## config.mk

```make
export PLATFORM = sky130hd
export DESIGN_NAME = id_ex_pipe_reg
export DESIGN_NICKNAME = d
export VERILOG_FILES = /design/src/rtl/id_ex_pipe_reg.sv
export SDC_FILE = /design/constraint.sdc
export NUM_CORES = 1
export LEC_CHECK = 0
export CAP_MARGIN = 20
export CORE_MARGIN = 2
export CORE_UTILIZATION = 35
export DETAILED_ROUTE_END_ITERATION = 12
export PLACE_DENSITY = 0.7
export SETUP_SLACK_MARGIN = 0.5
export SLEW_MARGIN = 20
export SYNTH_ARGS = -nofsm -noshare
export SYNTH_HDL_FRONTEND = slang
export SYNTH_SLANG_ARGS = --single-unit
```

## constraint.sdc

```tcl
create_clock -name clk -period 2.3 [get_ports clk]
set_input_delay 0.23 -clock clk [delete_from_list [all_inputs] [get_ports clk]]
set_output_delay 0.23 -clock clk [all_outputs]
set_load 0.05 [all_outputs]
```

## src/rtl/id_ex_pipe_reg.sv

```systemverilog
// ID/EX pipeline stage register for the RISC Toy core.
// Captures the decoded control bundle, operands, immediate, PC and register
// indices into EX, inserts a bubble on a load-use hazard, and honours
// flush (branch/jump kill) and hold (downstream freeze).
// Optional build macro: STALL_CNT_EN adds stall_cnt_o, a saturating count of
// hazard bubbles.
module id_ex_pipe_reg #(
    parameter int DATA_W = 32,
    parameter int REG_AW = 5
) (
    input  logic              clk,
    input  logic              rst,
    input  logic              id_valid_i,
    input  logic              id_regwrite_i,
    input  logic              id_memtoreg_i,
    input  logic              id_branch_i,
    input  logic              id_jump_i,
    input  logic              id_ldrstr_i,
    input  logic              id_memwrite_i,
    input  logic              id_memread_i,
    input  logic              id_alusrc_i,
    input  logic              id_regdst_i,
    input  logic [4:0]        id_aluctrl_i,
    input  logic [DATA_W-1:0] id_pc_i,
    input  logic [DATA_W-1:0] id_rdata_a_i,
    input  logic [DATA_W-1:0] id_rdata_b_i,
    input  logic [DATA_W-1:0] id_imm_i,
    input  logic [REG_AW-1:0] id_ra_i,
    input  logic [REG_AW-1:0] id_rb_i,
    input  logic [REG_AW-1:0] id_rd_i,
    input  logic              id_use_ra_i,
    input  logic              id_use_rb_i,
    input  logic              flush_i,
    input  logic              ex_hold_i,
    output logic              ex_valid_o,
    output logic              ex_regwrite_o,
    output logic              ex_memtoreg_o,
    output logic              ex_branch_o,
    output logic              ex_jump_o,
    output logic              ex_ldrstr_o,
    output logic              ex_memwrite_o,
    output logic              ex_memread_o,
    output logic              ex_alusrc_o,
    output logic              ex_regdst_o,
    output logic [4:0]        ex_aluctrl_o,
    output logic [DATA_W-1:0] ex_pc_o,
    output logic [DATA_W-1:0] ex_rdata_a_o,
    output logic [DATA_W-1:0] ex_rdata_b_o,
    output logic [DATA_W-1:0] ex_imm_o,
    output logic [REG_AW-1:0] ex_ra_o,
    output logic [REG_AW-1:0] ex_rb_o,
    output logic [REG_AW-1:0] ex_rd_o,
`ifdef STALL_CNT_EN
    output logic [15:0]       stall_cnt_o,
`endif
    output logic              id_stall_o
);

    logic ra_hit;
    logic rb_hit;
    logic hazard;
    logic load_bubble;
    logic load_entry;

    // Load-use detection against the entry currently in EX (r0 not special).
    always_comb begin
        ra_hit      = id_use_ra_i && (id_ra_i == ex_rd_o);
        rb_hit      = id_use_rb_i && (id_rb_i == ex_rd_o);
        hazard      = id_valid_i && ex_valid_o && ex_memread_o && ex_regwrite_o
                      && (ra_hit || rb_hit);
        id_stall_o  = (hazard || ex_hold_i) && !flush_i;
        load_bubble = flush_i || (!ex_hold_i && hazard);
        load_entry  = !flush_i && !ex_hold_i && !hazard;
    end

    // Valid and control bits: cleared by bubbles and by invalid ID slots.
    always_ff @(posedge clk) begin
        if (rst || load_bubble || (load_entry && !id_valid_i)) begin
            ex_valid_o    <= 1'b0;
            ex_regwrite_o <= 1'b0;
            ex_memtoreg_o <= 1'b0;
            ex_branch_o   <= 1'b0;
            ex_jump_o     <= 1'b0;
            ex_ldrstr_o   <= 1'b0;
            ex_memwrite_o <= 1'b0;
            ex_memread_o  <= 1'b0;
            ex_alusrc_o   <= 1'b0;
            ex_regdst_o   <= 1'b0;
            ex_aluctrl_o  <= '0;
        end else if (load_entry) begin
            ex_valid_o    <= 1'b1;
            ex_regwrite_o <= id_regwrite_i;
            ex_memtoreg_o <= id_memtoreg_i;
            ex_branch_o   <= id_branch_i;
            ex_jump_o     <= id_jump_i;
            ex_ldrstr_o   <= id_ldrstr_i;
            ex_memwrite_o <= id_memwrite_i;
            ex_memread_o  <= id_memread_i;
            ex_alusrc_o   <= id_alusrc_i;
            ex_regdst_o   <= id_regdst_i;
            ex_aluctrl_o  <= id_aluctrl_i;
        end
    end

    // Data and index fields: loaded only on a normal transfer, held on bubbles.
    always_ff @(posedge clk) begin
        if (rst) begin
            ex_pc_o      <= '0;
            ex_rdata_a_o <= '0;
            ex_rdata_b_o <= '0;
            ex_imm_o     <= '0;
            ex_ra_o      <= '0;
            ex_rb_o      <= '0;
            ex_rd_o      <= '0;
        end else if (load_entry) begin
            ex_pc_o      <= id_pc_i;
            ex_rdata_a_o <= id_rdata_a_i;
            ex_rdata_b_o <= id_rdata_b_i;
            ex_imm_o     <= id_imm_i;
            ex_ra_o      <= id_ra_i;
            ex_rb_o      <= id_rb_i;
            ex_rd_o      <= id_rd_i;
        end
    end

`ifdef STALL_CNT_EN
    // Count hazard bubbles only; flush and hold cycles are not stalls of ours.
    always_ff @(posedge clk) begin
        if (rst) begin
            stall_cnt_o <= '0;
        end else if (!flush_i && !ex_hold_i && hazard && (stall_cnt_o != 16'hFFFF)) begin
            stall_cnt_o <= stall_cnt_o + 16'd1;
        end
    end
`endif

endmodule

```

### Signal wires on met1

Scale: 3 px per um. Supply wires on this layer in gray.
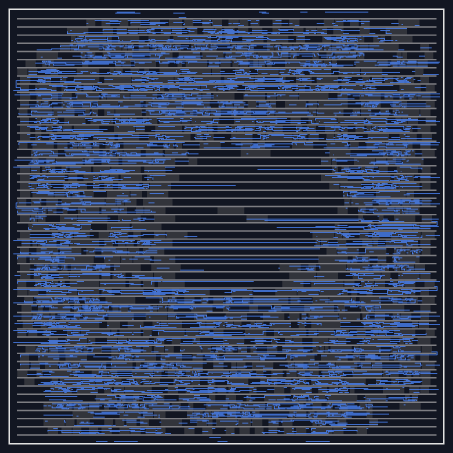
main direction	horizontal
nets with wire on the layer	1,084

==> results.py <==
# Auto-generated metrics
metrics = {
    "global_route": {
        "grt_most_used_layer": "met2",
        "first_global_vias": 7866,
        "grt.met1_usage": 0.358,
        "grt.met3_usage": 0.0679,
    },
    "run_status": {
        "status": "finished, final reports clean",
    },
    "drt": {
        "drt-initial-drc-count": 557,
        "viasPerCell": 5.99,
        "detailroute.via_count": 8156,
    },
    "power": {
        "worst_ir_drop_vdd_uv": 482,
        "intPower_mw": 4.98,
        "total_power_mw": 7.05,
        "p_comb_frac": 0.187,
    },
    "final_layout": {
        "largest_cell_class": "non-clock buffers",
        "sequential_fraction_of_total_cell_area": 0.256,
        "signal_buffers": 410,
        "nFillCells": 1631,
    },
    "yosys": {
        "synth.cellmix.adderShare": 0,
        "cells_in_synth_stat_txt": 778,
        "flip_flops_with_a_built_in_enable": 0,
    },
    "final_timing": {
        "finalMaxSlewViolations": 0,
        "final_min_period_over_clock_period": 0.941,
    },
    "worst_setup_path": {
        "critPathRequiredTime_ns": 2.07,
    },
    "min_path": {
        "origin_of_the_worst_min_delay_path": "rst",
    },
    "placement": {
        "postPlaceCellArea_sq_mm": 0.0105,
    },
    "floorplanning": {
        "die_x_um": 144,
    },
}
### Metal 2

Scale: 3 px per um.
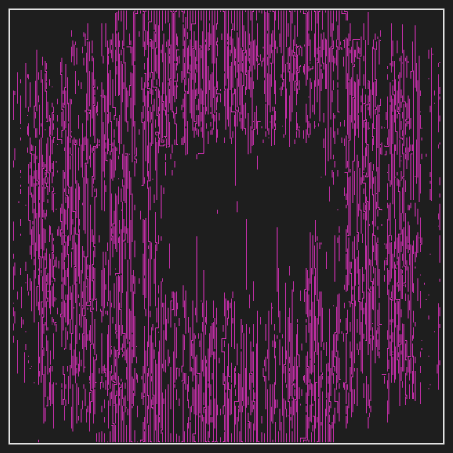
nets with wire on the layer	1,103
main direction	vertical
wire length on this layer	14,900 um

No activity file was given, so power comes from the tool's default toggle rates.
